## src/rtl/sbox_sched.sv

```systemverilog
// sbox_sched: time-multiplexed S-box scheduler.
//
// A single bSbox instance is shared by two requesters. The round datapath
// asks for SubBytes/InvSubBytes on a 16-byte state. The key schedule asks for
// SubWord on a 4-byte word. Each request is latched and arbitrated
// round-robin. The operand is then streamed through the S-box one byte per
// cycle, and the assembled result is returned with a one-cycle done pulse.
//
// Optional feature (macro SBOX_SCHED_PIPE_EN):
//   defined   - a register stage sits on the S-box output. Each job takes one
//               extra RUN cycle (data 19 / key 7 cycles start-to-done).
//   undefined - the S-box feeds the working register combinationally
//               (data 18 / key 6 cycles start-to-done).
//
// Ports:
//   CLK      in   1    clock, rising edge
//   RST      in   1    asynchronous active-high reset
//   d_start  in   1    datapath request pulse (ignored while d_busy)
//   d_enc    in   1    1 = forward S-box, 0 = inverse; sampled with d_start
//   d_in     in   128  state operand, byte i = d_in[8i+7:8i]
//   d_busy   out  1    datapath job pending or running
//   d_done   out  1    one-cycle pulse, d_out updated
//   d_out    out  128  SubBytes/InvSubBytes result, held between jobs
//   k_start  in   1    key request pulse (ignored while k_busy)
//   k_in     in   32   word operand, byte i = k_in[8i+7:8i]
//   k_busy   out  1    key job pending or running
//   k_done   out  1    one-cycle pulse, k_out updated
//   k_out    out  32   SubWord result (always forward S-box)
module sbox_sched (
    input  logic         CLK,
    input  logic         RST,
    input  logic         d_start,
    input  logic         d_enc,
    input  logic [127:0] d_in,
    output logic         d_busy,
    output logic         d_done,
    output logic [127:0] d_out,
    input  logic         k_start,
    input  logic [31:0]  k_in,
    output logic         k_busy,
    output logic         k_done,
    output logic [31:0]  k_out
);

    localparam int unsigned CW = 4;
    localparam logic [CW-1:0] D_LAST = CW'(15);
    localparam logic [CW-1:0] K_LAST = CW'(3);

    typedef enum logic [1:0] {
        IDLE  = 2'd0,
        RUN_D = 2'd1,
        RUN_K = 2'd2
    } state_t;

    state_t state, state_nx;

    // Request capture
    logic             d_pend;
    logic             k_pend;
    logic             d_enc_q;
    logic [15:0][7:0] d_op;
    logic [3:0][7:0]  k_op;

    // Arbitration / sequencing
    logic             last_k;      // 1: key was the most recent grant
    logic [CW-1:0]    cnt;
    logic             grant_d;
    logic             grant_k;

    // Decoded RUN controls
    logic             run;
    logic             is_k;
    logic [CW-1:0]    last_idx;
    logic [7:0]       sb_in;
    logic             sb_enc;
    logic [7:0]       sb_out;

    // Capture side (either the raw S-box output or its pipeline register)
    logic [7:0]       cap_byte;
    logic [CW-1:0]    cap_idx;
    logic             cap_vld;

    logic [15:0][7:0] work;
    logic [15:0][7:0] work_nx;
    logic             fin;

    assign d_busy = d_pend;
    assign k_busy = k_pend;

    // Shared S-box
    bSbox u_sbox (
        .enc (sb_enc),
        .a   (sb_in),
        .q   (sb_out)
    );

`ifdef SBOX_SCHED_PIPE_EN
    // Byte issued at cnt = i lands here one cycle later, tagged with i.
    logic [7:0]    sb_q;
    logic [CW-1:0] cap_idx_q;
    logic          cap_vld_q;

    always_ff @(posedge CLK or posedge RST) begin
        if (RST) begin
            sb_q      <= 8'h00;
            cap_idx_q <= '0;
            cap_vld_q <= 1'b0;
        end else begin
            sb_q      <= sb_out;
            cap_idx_q <= cnt;
            cap_vld_q <= run;
        end
    end

    assign cap_byte = sb_q;
    assign cap_idx  = cap_idx_q;
    assign cap_vld  = cap_vld_q;
`else
    assign cap_byte = sb_out;
    assign cap_idx  = cnt;
    assign cap_vld  = run;
`endif

    // FSM state register
    always_ff @(posedge CLK or posedge RST) begin
        if (RST) begin
            state <= IDLE;
        end else begin
            state <= state_nx;
        end
    end

    // Next state: round-robin grant from IDLE, leave RUN after the last capture
    always_comb begin
        state_nx = state;
        grant_d  = 1'b0;
        grant_k  = 1'b0;
        case (state)
            IDLE: begin
                if (d_pend && (!k_pend || last_k)) begin
                    state_nx = RUN_D;
                    grant_d  = 1'b1;
                end else if (k_pend) begin
                    state_nx = RUN_K;
                    grant_k  = 1'b1;
                end
            end
            RUN_D, RUN_K: begin
                if (fin) begin
                    state_nx = IDLE;
                end
            end
            default: state_nx = IDLE;
        endcase
    end

    // Outputs of the FSM: which client is running and what the S-box sees
    always_comb begin
        run      = 1'b0;
        is_k     = 1'b0;
        last_idx = D_LAST;
        sb_in    = d_op[cnt];
        sb_enc   = d_enc_q;
        case (state)
            RUN_D: begin
                run = 1'b1;
            end
            RUN_K: begin
                run      = 1'b1;
                is_k     = 1'b1;
                last_idx = K_LAST;
                sb_in    = k_op[cnt[1:0]];
                sb_enc   = 1'b1;
            end
            default: ;
        endcase
    end

    // Merge the captured byte; fin marks the final byte of the job
    always_comb begin
        work_nx = work;
        fin     = 1'b0;
        if (run && cap_vld) begin
            work_nx[cap_idx] = cap_byte;
            fin              = (cap_idx == last_idx);
        end
    end

    // Byte counter and round-robin history
    always_ff @(posedge CLK or posedge RST) begin
        if (RST) begin
            cnt    <= '0;
            last_k <= 1'b1;
        end else begin
            if (grant_d || grant_k) begin
                cnt    <= '0;
                last_k <= grant_k;
            end else if (run && (cnt != last_idx)) begin
                // Holds at the last index so the pipelined build can drain.
                cnt <= cnt + CW'(1);
            end
        end
    end

    // Datapath request capture; a start while pending is dropped
    always_ff @(posedge CLK or posedge RST) begin
        if (RST) begin
            d_pend  <= 1'b0;
            d_enc_q <= 1'b0;
            d_op    <= '0;
        end else begin
            if (d_start && !d_pend) begin
                d_pend  <= 1'b1;
                d_enc_q <= d_enc;
                d_op    <= d_in;
            end else if (fin && !is_k) begin
                d_pend  <= 1'b0;
            end
        end
    end

    // Key request capture
    always_ff @(posedge CLK or posedge RST) begin
        if (RST) begin
            k_pend <= 1'b0;
            k_op   <= '0;
        end else begin
            if (k_start && !k_pend) begin
                k_pend <= 1'b1;
                k_op   <= k_in;
            end else if (fin && is_k) begin
                k_pend <= 1'b0;
            end
        end
    end

    // Working register and result registers
    always_ff @(posedge CLK or posedge RST) begin
        if (RST) begin
            work   <= '0;
            d_out  <= '0;
            k_out  <= '0;
            d_done <= 1'b0;
            k_done <= 1'b0;
        end else begin
            work   <= work_nx;
            d_done <= fin && !is_k;
            k_done <= fin && is_k;
            if (fin && !is_k) begin
                d_out <= work_nx;
            end
            if (fin && is_k) begin
                k_out <= work_nx[3:0];
            end
        end
    end

endmodule

// bSbox: combined AES forward/inverse S-box.
// Forward: affine(inv(a)). Inverse: inv(inv_affine(a)). The GF(2^8)
// inverse is a^254, formed from repeated squaring.
//
// Ports:
//   enc  in   1   1 = forward S-box, 0 = inverse
//   a    in   8   input byte
//   q    out  8   substituted byte (combinational)
module bSbox (
    input  logic       enc,
    input  logic [7:0] a,
    output logic [7:0] q
);

    // GF(2^8) multiply modulo x^8 + x^4 + x^3 + x + 1
    function automatic logic [7:0] gf_mul(input logic [7:0] x, input logic [7:0] y);
        logic [7:0] p;
        logic [7:0] t;
        p = 8'h00;
        t = x;
        for (int i = 0; i < 8; i++) begin
            if (y[i]) begin
                p = p ^ t;
            end
            t = {t[6:0], 1'b0} ^ (t[7] ? 8'h1b : 8'h00);
        end
        return p;
    endfunction

    // x^254 = x^2 * x^4 * ... * x^128; maps 0 to 0
    function automatic logic [7:0] gf_inv(input logic [7:0] x);
        logic [7:0] r;
        logic [7:0] p;
        r = 8'h01;
        p = x;
        for (int k = 1; k < 8; k++) begin
            p = gf_mul(p, p);
            r = gf_mul(r, p);
        end
        return r;
    endfunction

    function automatic logic [7:0] aff_fwd(input logic [7:0] b);
        return b ^ {b[6:0], b[7]} ^ {b[5:0], b[7:6]} ^ {b[4:0], b[7:5]}
                 ^ {b[3:0], b[7:4]} ^ 8'h63;
    endfunction

    function automatic logic [7:0] aff_inv(input logic [7:0] b);
        return {b[6:0], b[7]} ^ {b[4:0], b[7:5]} ^ {b[1:0], b[7:2]} ^ 8'h05;
    endfunction

    logic [7:0] pre;
    logic [7:0] inv;

    always_comb begin
        pre = enc ? a : aff_inv(a);
        inv = gf_inv(pre);
        q   = enc ? aff_fwd(inv) : inv;
    end

endmodule

```

## config.mk

```make
export PLATFORM = sky130hd
export DESIGN_NAME = sbox_sched
export DESIGN_NICKNAME = d
export VERILOG_FILES = /design/src/rtl/sbox_sched.sv
export SDC_FILE = /design/constraint.sdc
export NUM_CORES = 2
export LEC_CHECK = 0
export CAP_MARGIN = 20
export CORE_MARGIN = 2
export CORE_UTILIZATION = 59
export DETAILED_ROUTE_END_ITERATION = 16
export GPL_TIMING_DRIVEN = 0
export PLACE_DENSITY = 0.85
export SLEW_MARGIN = 20
export SYNTH_ARGS = -nofsm -noshare
export SYNTH_HDL_FRONTEND = slang
export SYNTH_SLANG_ARGS = --single-unit
```

## constraint.sdc

```tcl
create_clock -name CLK -period 24.3 [get_ports CLK]
set_input_delay 6.075 -clock CLK [delete_from_list [all_inputs] [get_ports CLK]]
set_output_delay 6.075 -clock CLK [all_outputs]
set_load 0.02 [all_outputs]
```

### Routing congestion map

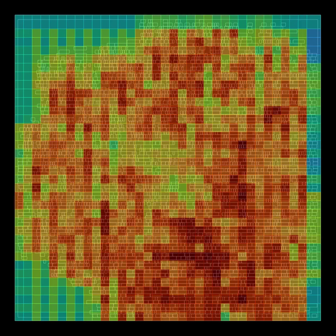
post-layout util: 70.3%
global route hottest layer: met2
GR Layer Usage met1: 47.8%

### I/O pins on the die edge

Drawn at 2 px/um. Pins as bars across the die edge, other pins in grey.
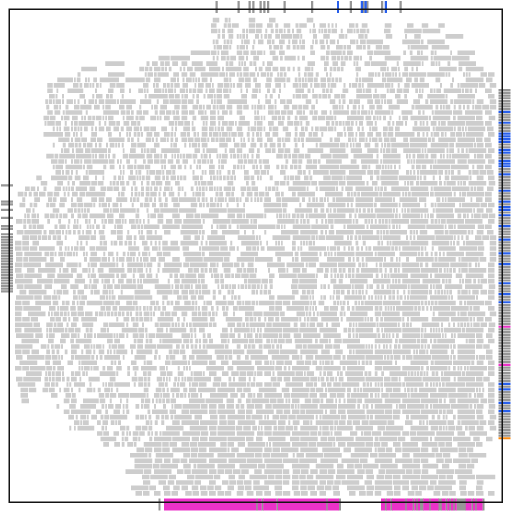
- magenta: d_in (pins 128; direction input; edge 126 south, 2 east)
- orange: d_busy (pins 1; direction output; edge east)
- blue: k_out (pins 32; direction output; edge 28 east, 4 north)
Die Y: 246 um
Die X-Extent: 246 um
I/O Buffers: 328

### A small window of the routed layout

Window x 110 to 135, y 61 to 86 um. Cells in grey, sequential cells in the stronger grey; small squares are vias.
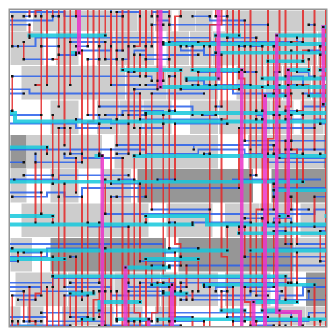
- blue: met1
- red: met2
- cyan: met3
- magenta: met4
- netlist names of flops here include: k_op (2), d_op (1)
- sequential cells in the window: 3
- cells with their middle in the window: 57
- most frequent: nor2_1 (8), clkdlybuf4s50_1 (4)

### Where the registers sit

Drawn at 1 px/um. Other sequential cells in the stronger grey, the rest of the logic in the fainter grey.
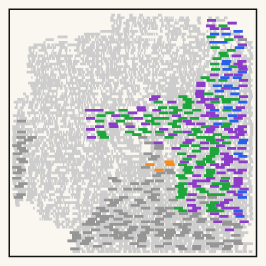
- green: work (sequential cells 120)
- orange: cap_idx (sequential cells 4)
- blue: k_out (sequential cells 32)
- purple: d_out (sequential cells 128)
fraction of area in registers: 27.9%
Flop area: 0.0113 mm2

==> flow_metrics.py <==
# Metrics from the implementation run
metrics = {
    "synthesis": {
        "synth-edff-count": 0,
        "syn_area_per_cell_um2": 9.18,
        "synthAoiAreaFrac_pct": 15.2,
        "ys_sh_adder_pct": 0.472,
        "fp_nets": 3933,
        "async_flop_share_pct": 100,
        "mux_share_pct": 10.1,
        "netlist.area_leader.share_pct": 32.7,
    },
    "setup_path": {
        "start_kind": "register",
        "end_kind": "register",
        "cp_num_cells": 72,
        "cp_slowest_cell": "a32oi_1",
        "rrSetupSlack_ns": 1.10,
        "crit_fanout": 10,
        "startpoint": "cap_idx[0]",
        "reg2reg_to": "work[59]",
        "critical_path.most_common_cell": "clkbuf_1",
        "path_delay_family": "buffers and inverters",
    },
    "global_routing": {
        "grt_pass1_wl_mm": 176,
        "grt_pass1_vias": 30300,
        "met3_usage_pct": 8.28,
    },
    "clocking": {
        "cts_buffer_depth": 3,
        "root_buffer": "clkbuf_16",
    },
    "place": {
        "place_ws_ns": 1.97,
        "place_hpwl_mm": 83.9,
        "finalWeightedCongestion": 0.965,
    },
    "routing": {
        "vias": 31600,
        "ant_nets": 0,
        "wl_mm": 114,
        "dr.first_iter.drc_count": 3861,
    },
    "hold_path": {
        "hold_depth": 2,
        "hp-class": "register to register",
    },
    "sta": {
        "tightest_slew_ns": 1.13,
        "fin_crit_ns": 23.20,
        "hold_violations": 0,
        "whs_ns": 0.466,
    },
    "run": {
        "warnings": 36,
    },
    "cells_and_area": {
        "clkCellAreaFrac_pct": 4.07,
        "comb_area_share_pct": 54.1,
        "buffers_excl_clock": 581,
        "layout_top_cell": "nand2_1",
        "nets": 4315,
        "antenna_cells": 12,
    },
    "status": {
        "outcome": "finished clean",
    },
}
==> cell usage after synthesis (all sizes together) (19+ instances only) <==
library cell	count
mux2	204
xnor3	85
a21o	19
nor3	78
inv	41
o22ai	41
nand2b	23
dfrtp	451
a211oi	36
a21oi	173
mux4	24
buf	79
mux2i	62
clkbuf	170
and3	19
nor2	417
nand3	79
nand2	474
o21ai	333
xor2	130
a31oi	55
xnor2	451
==> flip-flops by register name (all words and copies together) (netlist names) <==
| signal | cells |
|---|---|
| d_out | 128 |
| cap_idx | 4 |
| d_busy | 1 |
| work | 120 |
| state | 2 |
| d_enc_q | 1 |
| k_out | 32 |
| k_busy | 1 |
| k_op | 32 |
| k_done | 1 |
| last_k | 1 |
| d_op | 128 |
| d_done | 1 |
